## config.mk

```make
export PLATFORM = sky130hd
export DESIGN_NAME = mem_stream_reader
export DESIGN_NICKNAME = d
export VERILOG_FILES = /design/src/rtl/mem_stream_reader.sv
export SDC_FILE = /design/constraint.sdc
export NUM_CORES = 1
export LEC_CHECK = 0
export CAP_MARGIN = 25
export CORE_UTILIZATION = 49
export DETAILED_ROUTE_END_ITERATION = 6
export PLACE_DENSITY = 0.82
export SYNTH_ARGS = -nofsm -noshare
export SYNTH_HDL_FRONTEND = slang
export SYNTH_SLANG_ARGS = --single-unit
```

## constraint.sdc

```tcl
create_clock -name clk -period 4.57 [get_ports clk]
set_clock_uncertainty 0.15 [all_clocks]
set_input_delay 1.1425 -clock clk [delete_from_list [all_inputs] [get_ports clk]]
set_output_delay 1.1425 -clock clk [all_outputs]
set_load 0.02 [all_outputs]
```

## src/rtl/mem_stream_reader.sv

```systemverilog
// Streams a contiguous window of an async-read memory out over a valid/ready port.
// The window wraps modulo SIZE. done pulses once after the final word is accepted.
module mem_stream_reader #(
    parameter int WIDTH = 16,
    parameter int SIZE  = 64,
    parameter int LSIZE = $clog2(SIZE)
) (
    input  logic             clk,
    input  logic             rst,
    input  logic             start,
    input  logic [LSIZE-1:0] start_addr,
    input  logic [LSIZE:0]   length,
    output logic             busy,
    output logic             done,
    output logic [LSIZE-1:0] rd_addr,
    input  logic [WIDTH-1:0] mem_data,
    output logic             m_valid,
    input  logic             m_ready,
    output logic [WIDTH-1:0] m_data
);

    typedef enum logic [1:0] {
        IDLE   = 2'd0,
        STREAM = 2'd1,
        DONE   = 2'd2
    } state_t;

    state_t             state_reg, state_next;
    logic [LSIZE-1:0]   rd_addr_reg, rd_addr_next;
    logic [LSIZE:0]     cnt_reg, cnt_next;
    logic               m_valid_reg, m_valid_next;
    logic [WIDTH-1:0]   m_data_reg, m_data_next;
    logic [LSIZE-1:0]   addr_inc;
    logic               load;

    // Explicit wrap so non-power-of-two depths also roll over at SIZE-1.
    assign addr_inc = (rd_addr_reg == LSIZE'(SIZE - 1)) ? '0 : rd_addr_reg + 1'b1;

    always_ff @(posedge clk or posedge rst) begin
        if (rst) begin
            state_reg   <= IDLE;
            rd_addr_reg <= '0;
            cnt_reg     <= '0;
            m_valid_reg <= 1'b0;
            m_data_reg  <= '0;
        end else begin
            state_reg   <= state_next;
            rd_addr_reg <= rd_addr_next;
            cnt_reg     <= cnt_next;
            m_valid_reg <= m_valid_next;
            m_data_reg  <= m_data_next;
        end
    end

    always_comb begin
        state_next   = state_reg;
        rd_addr_next = rd_addr_reg;
        cnt_next     = cnt_reg;
        m_valid_next = m_valid_reg;
        m_data_next  = m_data_reg;
        load         = 1'b0;
        case (state_reg)
            IDLE: begin
                if (start) begin
                    rd_addr_next = start_addr;
                    cnt_next     = length;
                    state_next   = (length != '0) ? STREAM : DONE;
                end
            end
            STREAM: begin
                // Refill the output register whenever it is empty or being drained.
                load = (cnt_reg != '0) && (!m_valid_reg || m_ready);
                if (load) begin
                    m_data_next  = mem_data;
                    m_valid_next = 1'b1;
                    rd_addr_next = addr_inc;
                    cnt_next     = cnt_reg - 1'b1;
                end else if (m_valid_reg && m_ready) begin
                    m_valid_next = 1'b0;
                    if (cnt_reg == '0) begin
                        state_next = DONE;
                    end
                end
            end
            DONE: begin
                state_next = IDLE;
            end
            default: begin
                state_next = IDLE;
            end
        endcase
    end

    assign busy    = (state_reg == STREAM);
    assign done    = (state_reg == DONE);
    assign rd_addr = rd_addr_reg;
    assign m_valid = m_valid_reg;
    assign m_data  = m_data_reg;

endmodule

```

==> results.cfg, run 1 <==
; synthesis and place-and-route metrics
[clock_network]
numCtsBuffers = 5
clk_pin_slew_ps = 100
clockBufferDepth = 2

[outcome]
outcome = finished, final reports clean

[power]
p_sw_w = 0.0006420
p_total_w = 0.001623
powerComb_w = 0.000871
power.density_mw_per_mm2 = 682.6
clockPowerShare_pct = 12.9

[final_timing]
rsz0062_at_grt = false
setup_viol = 0
hold_viol = 0
setup_tns_ps = 0

[drt]
vias = 1486
wire_per_inst_microns = 15.29
drc = 0
routed_wl_microns = 4006

[worst_setup_path]
critPathCaptureType = output pin
reg2reg_from = state_reg[0]$_DFFE_PP0P_
critPathRequiredTime_ps = 3280
setup.worst_path.class = register to output pin
reg2reg_slack_ps = 1570
crit_path_start_kind = register
rr_worst_depth = 4

[placement]
post_dp_cell_area_sq_mm = 0.002301

[final_layout]
fin_nets = 250
clock_area_share_pct = 3.211
seqCellArea_sq_um = 800.8
multi_input_comb_cells = 110
comb_area_sq_um = 830.8
nonClkBufAreaFrac_pct = 24.63

[logic_synthesis]
ys_ff = 32
syn_nets = 193
yosys_area_sq_mm = 0.001712
ys_seq_share_pct = 46.78
postSynthAreaPerCell_sq_um = 10.83
ys_sh_simple_pct = 14.55
netlist_area_sq_mm = 0.001712
postSynth.asyncResetShare_pct = 100.0
synthAoiAreaFrac_pct = 16.15
top_area_cell = dfrtp_1
ys.flop_type = dfrtp_1
xor_share_pct = 0
netlist-cell-type-count = 44

[floorplanning]
chip_area_sq_mm = 0.003733
tap-cell-count = 46
die_x_microns = 61.10

[flow_run]
warnings = 26

[grt]
grt_pass1_vias = 1407
grt_pass1_wl_microns = 6430

[min_path]
min-delay-start = m_data[0]$_DFFE_PP0P_
run 1: cell usage in the layout, fill, tap and decap left out, drive strengths merged, types with 2 or more instances in the layout:
master | Yosys | routed
nor2 | 5 | 5
o22ai | 4 | 4
a221oi | 2 | 2
a21oi | 10 | 10
nor4 | 5 | 5
inv | 7 | 7
buf | 4 | 2
nand3 | 3 | 3
a2bb2oi | 4 | 4
mux2 | 18 | 18
mux2i | 4 | 4
ha | 2 | 2
a31oi | 2 | 2
nand2b | 3 | 3
o2bb2ai | 2 | 2
nand2 | 13 | 13
nor3 | 3 | 3
or3 | 5 | 5
o21ai | 8 | 8
nor2b | 2 | 2
dfrtp | 32 | 32
clkbuf | 5 | 6
clkdlybuf4s50 | 0 | 57
run 1: critical path: stages (launching register included):
cell and delay (ps):
dfrtp_1 680, nand2b_1 340, inv_1 480, clkdlybuf4s50_1 700
run 1: worst max path at each step:
stage	depth (start not counted)	to	slack [ps]	startpoint
floorplan	4	rd_addr[1]$_DFFE_PP0P_	2070	m_ready
global placement	3	busy	1220	state_reg[0]$_DFFE_PP0P_
detailed placement	3	busy	1150	state_reg[0]$_DFFE_PP0P_
CTS	3	busy	750	state_reg[0]$_DFFE_PP0P_
global route	3	busy	580	state_reg[0]$_DFFE_PP0P_
finish	3	busy	730	state_reg[0]$_DFFE_PP0P_
run 1: per-stage QoR:
stage	setup WS (ps)	hold slack [ps]
2_1_floorplan	2071	323.7
3_3_place_gp	1215	316.4
3_5_place_dp	1147	327.7
4_1_cts	750.3	350.2
5_1_grt	575.4	387.0
6_report	733.3	349.6
run 1: routing by layer:
layer  wire [microns]  vias to the layer above  track usage [%]
met2             1859                       75            38.82
met4               57                        0            9.740
met5                0                        -                0
met3              327                        6            6.513
met1             1761                      704            30.77
li1                 -                      701                -
Figure 1. Cell sizes after repair (run 1).
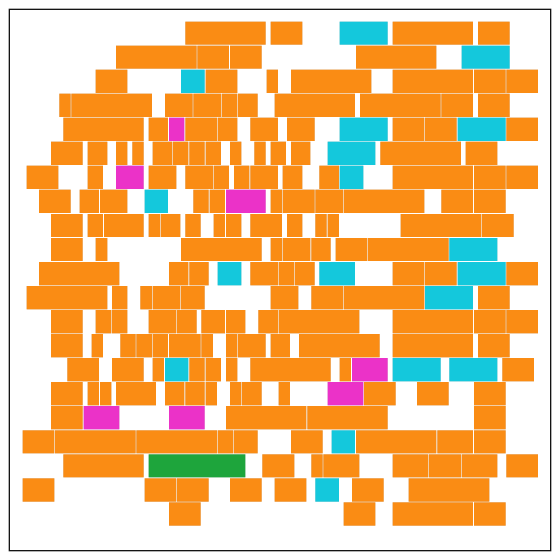
legend:
  orange:
    size: _0 and _1 cells
    cells: 190
  magenta:
    size: _2 cells
    cells: 7
  cyan:
    size: _3 and _4 cells
    cells: 18
  green:
    size: _6 and larger
    cells: 1
nonclk buf count: 59
Layout area overhead: 38.89%
fin area: 0.002377 sq mm
fin worst setup slack: 733.3 ps

Figure 2. Cell classes on the final placement (run 1).
Scale bar: 20 microns. Fill, decap, tap and diode cells in grey.
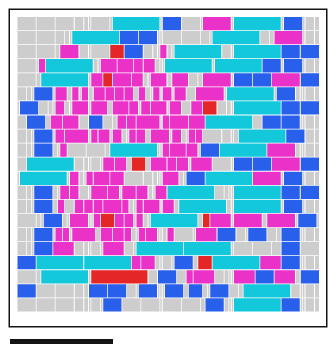
legend:
  red:
    class: clock drivers and dummy loads
    cells: 8
    share_of_their_area: 3.3%
  blue:
    class: remaining buffers and delay cells
    cells: 59
    share_of_their_area: 25%
  cyan:
    class: sequential cells
    cells: 32
    share_of_their_area: 35%
  magenta:
    class: combinational and other logic
    cells: 117
    share_of_their_area: 37%
Seq/total area: 33.68%
core footprint: 0.003337 sq mm
# rows: 21

Figure 3. Gate-type map (run 1).
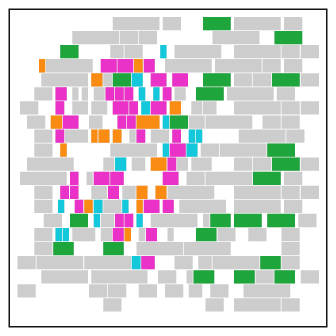
legend:
  orange:
    family: nor cells
    cells: 16
  magenta:
    family: aoi and oai cells
    cells: 37
  green:
    family: mux cells
    cells: 22
    where: widely spread
  cyan:
    family: nand cells
    cells: 19
combinational share of cell area: 34.95%
final non-filler cell total: 262
most used logic cell in the final layout: clkdlybuf4s50_1

Figure 4. Clock nets (run 1).
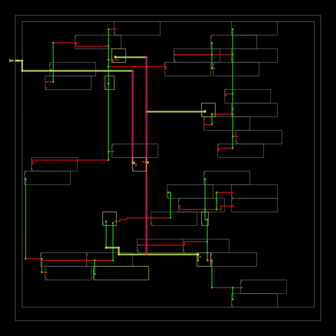
later-pin clock latency in the skew report: 340 ps
clock buffers: 6
P_clk: 0.000210 W
Sink Count: 32
Seq cells: 32

Figure 5. Metal 2 (run 1).
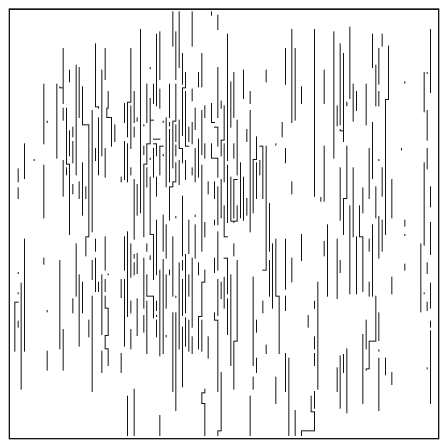

==> run 1 -> run 2 <==
--- a/config.mk
+++ b/config.mk
@@ -6,9 +6,9 @@
 export NUM_CORES = 1
 export LEC_CHECK = 0
 export CAP_MARGIN = 25
-export CORE_UTILIZATION = 49
+export CORE_UTILIZATION = 45
 export DETAILED_ROUTE_END_ITERATION = 6
-export PLACE_DENSITY = 0.82
+export PLACE_DENSITY = 0.76
 export SYNTH_ARGS = -nofsm -noshare
 export SYNTH_HDL_FRONTEND = slang
 export SYNTH_SLANG_ARGS = --single-unit
==> constraint.sdc (replaced) <==
create_clock -name clk -period 3.8 [get_ports clk]
set_clock_uncertainty 0.15 [all_clocks]
set_input_delay 0.95 -clock clk [delete_from_list [all_inputs] [get_ports clk]]
set_output_delay 0.95 -clock clk [all_outputs]
set_load 0.02 [all_outputs]
Figure 6. Metal 2 (run 2).
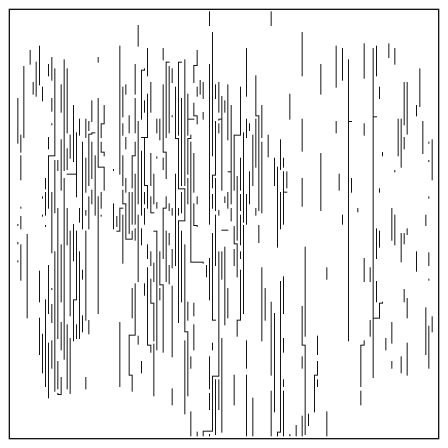
wire length on this layer: 2010 microns
longest straight run: 49.0 microns
nets with wire on the layer: 224
main direction: vertical
Vias: 1502
met2 global-route usage: 39.36%
DRT Wirelength: 4154 microns

==> run 2 against run 1 <==
  * Worst setup slack got worse by 74 ps
  * Synthesized area did not move
  * Core utilization fell by 5.5 points
==> results.cfg, run 2 <==
; synthesis and place-and-route metrics
[clock_network]
post_cts_buffers = 0
numCtsBuffers = 5
cts_tree = done
htree_levels = 2
clockBufferDepth = 2
clk_pin_slew_ps = 60
insertion_delay_ps = 270
cts-hold-fix-buffers = 0
clock-sinks = 32

[grt]
grt_max_degree = 26
antenna_found_initial = 0
grt_pass1_vias = 1526
grt_use_total_pct = 23.38
grt_pass1_wl_microns = 7272

[floorplanning]
fp_util_pct = 46.75
die_x_microns = 63.68
chip_area_sq_mm = 0.004055
core-area_sq_mm = 0.003661
fp.dieH_microns = 63.68
row_count = 22

[worst_setup_path]
max_stage_delay_ps = 660
critPathRequiredTime_ps = 2700
crit_path_start_kind = register
rr_endpoint = m_data[0]$_DFFE_PP0P_
reg2reg_from = cnt_reg[0]$_DFFE_PP0P_
path_cells = nand2b_1 -> inv_1 -> clkdlybuf4s50_1
cp.arrival_ps = 2040
reg2reg_slack_ps = 1200
rr_worst_depth = 7
critPathCaptureType = output pin
crit_fanout = 17
slowest_stage = dfrtp_1
cp.buffers_inverters = 2
cp_top_family = buffers and inverters
setup.worst_path.class = register to output pin

[logic_synthesis]
top_area_cell = dfrtp_1
ys_sh_adder_pct = 1.462
postSynthAreaPerCell_sq_um = 10.83
netlist_area_sq_mm = 0.001712
ys_cells = 158
ys_sh_mux_pct = 16.37
syn_inst = 158
xor_share_pct = 0
ys_sh_simple_pct = 14.55
edf_count = 0
synth.most_common_cell = dfrtp_1
syn_nets = 193
netlist-cell-type-count = 44
postSynth.asyncResetShare_pct = 100.0
logic_family = multiplexers
yosys_area_sq_mm = 0.001712
ys_ff = 32
ys_seq_share_pct = 46.78
top_cells_by_area = dfrtp_1, mux2_4, a21oi_1
synthAoiAreaFrac_pct = 16.15
ys.flop_type = dfrtp_1

[placement]
dp_hpwl_microns = 3072
dpl_worst_slack_ps = 995.7
routabilityCongestion = 0.9001

[min_path]
holdPathStages = 1
hold_path_end = m_data[11]$_DFFE_PP0P_
min-delay-start = m_data[11]$_DFFE_PP0P_
hold_class = register to register

[final_timing]
period_used_pct = 82.66
setup_tns_ps = 0
hold_viol = 0
setup_viol = 0
setup_slack_ps = 658.9
max_slew_margin_pct = 40.25
final_max_slew_viol_count = 0
rsz0062_at_grt = false

[drt]
viasPerCell = 5.647
firstDrtPassIters = 4
drc = 0
wire_per_inst_microns = 15.62

[final_layout]
lay_top_count = clkdlybuf4s50_1
most-common-layout-cells = clkdlybuf4s50_1, dfrtp_1, nand2_1, mux2_4, a21oi_1
fin_nets = 252
drive_gt1_share_pct = 12.39
largest_register_ffs = 16
area_growth_pct = 40.72

[flow_run]
warnings = 26
maxCapViolCount = 0

[power]
ir_drop_v = 0.0004216
power_leakage_nw = 1.020
power.density_mw_per_mm2 = 823.5

[outcome]
outcome = finished, final reports clean
-- run 2: layer usage --
layer	vias to the layer above	track usage, %	wire length (microns)
met1	724	29.63	1839
met5	-	0	0
met3	5	5.978	269
met4	0	5.966	35
li1	706	-	-
met2	67	39.36	2009
-- run 2: stage by stage --
| step | cells | hold slack, ps | utilization, % | area (sq um) | total power (W) |
|---|---|---|---|---|---|
| CTS | 266 | 346.2 | 65.79 | 2409 | 0.001994 |
| global route | 266 | 358.9 | 65.79 | 2409 | 0.002126 |
| floorplan | 158 | 323.7 | - | 1712 | 0.001332 |
| global placement | 258 | 319.9 | 63.33 | 2318 | 0.001698 |
| finish | 266 | 340.3 | 65.79 | 2409 | 0.001983 |
| detailed placement | 258 | 331.8 | 63.33 | 2318 | 0.001724 |
-- run 2: area by class of cell --
cell class	instances	area (sq um)
fillers	300	1252
multi-input cells	110	830.8
flip-flops and latches	32	800.8
repair buffers	61	600.6
clock buffers	8	90.09
well taps	48	60.06
inverters	7	26.28
-- run 2: power by group --
group | internal (W) | switching (W)
registers | 0.000498 | 0.000155
clock network | 0.000147 | 0.000112
logic | 0.000557 | 0.000515
-- run 2: worst max path at each step --
stage	startpoint	endpoint	slack, ps	depth (start not counted)
floorplan	cnt_reg[0]$_DFFE_PP0P_	m_data[10]$_DFFE_PP0P_	1330	9
global placement	state_reg[0]$_DFFE_PP0P_	busy	1020	3
detailed placement	m_ready	rd_addr[1]$_DFFE_PP0P_	1000	6
CTS	state_reg[0]$_DFFE_PP0P_	busy	690	3
global route	state_reg[0]$_DFFE_PP0P_	busy	520	3
finish	state_reg[0]$_DFFE_PP0P_	busy	660	3
Figure 7. Clock nets (run 2).
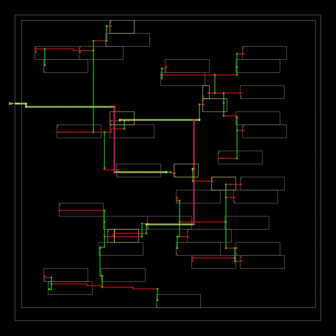

==> run 2 -> run 3 <==
==> constraint.sdc (replaced) <==
create_clock -name clk -period 2.99 [get_ports clk]
set_clock_uncertainty 0.15 [all_clocks]
set_input_delay 0.7475 -clock clk [delete_from_list [all_inputs] [get_ports clk]]
set_output_delay 0.7475 -clock clk [all_outputs]
set_load 0.02 [all_outputs]
Figure 8. Clock nets (run 3).
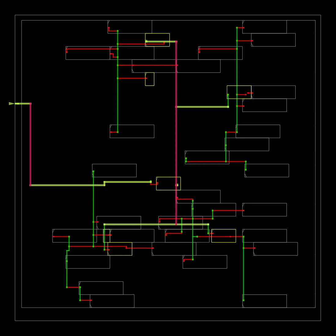
later-pin clock latency in the skew report: 280 ps
P_clk: 0.000305 W

==> run 3 against run 2 <==
  * Critical path depth is the same
  * Register-to-register slack worse by 790 ps
  * Wire length increased by 0.96%
  * Non-clock buffer count rose by 4
==> results.cfg, run 3 <==
; synthesis and place-and-route metrics
[outcome]
outcome = finished, final reports clean

[logic_synthesis]
synth.most_common_cell = dfrtp_1
ys.flop_type = dfrtp_1
top_cells_by_area = dfrtp_1, mux2_4, a21oi_1
top_area_cell = dfrtp_1
edf_count = 0
ys_seq_share_pct = 46.78
yosys_area_sq_mm = 0.001712
netlist-cell-type-count = 44
ys_cells = 158
syn_nets = 193
syn_inst = 158
postSynth.asyncResetShare_pct = 100.0
postSynthAreaPerCell_sq_um = 10.83

[final_timing]
setup_tns_ps = 0
rsz0062_at_grt = false
max_slew_margin_pct = 66.89
setup_viol = 0
hold_viol = 0
fin_crit_ps = 2680
period_used_pct = 89.65
final_max_slew_viol_count = 0
setup_slack_ps = 309.6

[final_layout]
fin_cells = 269
finalInstanceArea_sq_mm = 0.002426
most-common-layout-cells = clkdlybuf4s50_1, dfrtp_1, nand2_1, mux2_4, a21oi_1
fin_util_pct = 66.27
area_growth_pct = 41.74
fin_nets = 256
n_antenna_cell = 0
largest_register_ffs = 16
lay_top_count = clkdlybuf4s50_1
drive_gt1_share_pct = 14.03

[floorplanning]
core-area_sq_mm = 0.003661
row_count = 22
die_x_microns = 63.68
fp_util_pct = 46.75
fp.dieH_microns = 63.68

[drt]
wire_per_inst_microns = 15.59
viasPerCell = 5.569
routed_wl_microns = 4194
vias = 1498
firstDrtPassIters = 4
drc = 0

[power]
power.density_mw_per_mm2 = 1041
power_leakage_nw = 1.035
ir_drop_v = 0.0005982
p_total_w = 0.002527

[clock_network]
cts-root-buf = clkbuf_8
cts-hold-fix-buffers = 0
numCtsBuffers = 5
clockBufferDepth = 2
htree_levels = 2
cts_tree = done
clk_pin_slew_ps = 60
clock-sinks = 32
post_cts_buffers = 0

[min_path]
hold_class = register to register
holdPathStages = 1

[flow_run]
warnings = 26
maxCapViolCount = 0

[worst_setup_path]
critPathCaptureType = output pin
max_stage_delay_ps = 610
rr_worst_depth = 7
slowest_stage = clkdlybuf4s50_1
crit_fanout = 16
path_cells = nand2b_1 -> inv_1 -> clkdlybuf4s50_1
setup.worst_path.class = register to output pin
cp.arrival_ps = 1780
critPathRequiredTime_ps = 2090

[placement]
dp_hpwl_microns = 3101
post_dp_cell_area_sq_mm = 0.002349
dpl_worst_slack_ps = 427.3
routabilityCongestion = 0.8636
dp_cells = 262

[grt]
grt_max_degree = 33
grt_pass1_vias = 1490
grt_pass1_wl_microns = 6982
antenna_found_initial = 0
grt_use_total_pct = 22.50
## run 3: final timing paths
| path | from | to | slack [ps] |
|---|---|---|---|
| worst max-delay path | state_reg[1]$_DFFE_PP0P_ | busy | 310 |
| worst min-delay path | m_data[14]$_DFFE_PP0P_ | m_data[14]$_DFFE_PP0P_ | 350 |
| worst max register to register | cnt_reg[0]$_DFFE_PP0P_ | m_data[7]$_DFFE_PP0P_ | 410 |
| worst min register to register | m_data[14]$_DFFE_PP0P_ | m_data[14]$_DFFE_PP0P_ | 350 |
| max in group asynchronous | rst | m_data[12]$_DFFE_PP0P_ | 1710 |
| min in group asynchronous | rst | m_data[10]$_DFFE_PP0P_ | 690 |
## run 3: power breakdown
part           switching (W)  internal (W)
combinational       0.000683      0.000731
clock               0.000147      0.000158
sequential          0.000175      0.000633
## run 3: area by class of cell
type	instances	area, sq um
Timing Repair Buffer	65	630.6
Clock inverter	1	5.005
Clock buffer	6	72.57
Fill cell	276	1235
Inverter	7	26.28
Sequential cell	32	800.8
Multi-Input combinational cell	110	830.8
Tap cell	48	60.06
## run 3: layer usage
metal  GRT usage, %  wire length [microns]  part of all wire (%)  vias up
met1          27.57                   1840                    44      705
met5              0                      0                     0        -
met3          6.703                    290                   6.9       10
met2          37.63                   1998                    48       72
met4          7.102                     65                   1.5        0
li1               -                      -                     -      711
## run 3: cell families after synthesis
| kind of cell | after synthesis | share of synthesized area (%) |
|---|---|---|
| AOI/OAI and AO/OA | 41 | 16.16 |
| adders and majority gates | 2 | 1.462 |
| buffers and inverters | 16 | 4.678 |
| DFF | 32 | 46.78 |
| muxes | 22 | 16.37 |
| and+or+nand+nor | 45 | 14.55 |
## run 3: worst max-delay path, delay by kind of cell (launching register included)
family	cells	cell delay [ps]
and+or+nand+nor	1	260
buffers and inverters	2	700
DFF	1	540
Power figures rest on the tool's default switching activity, not on a simulated workload.
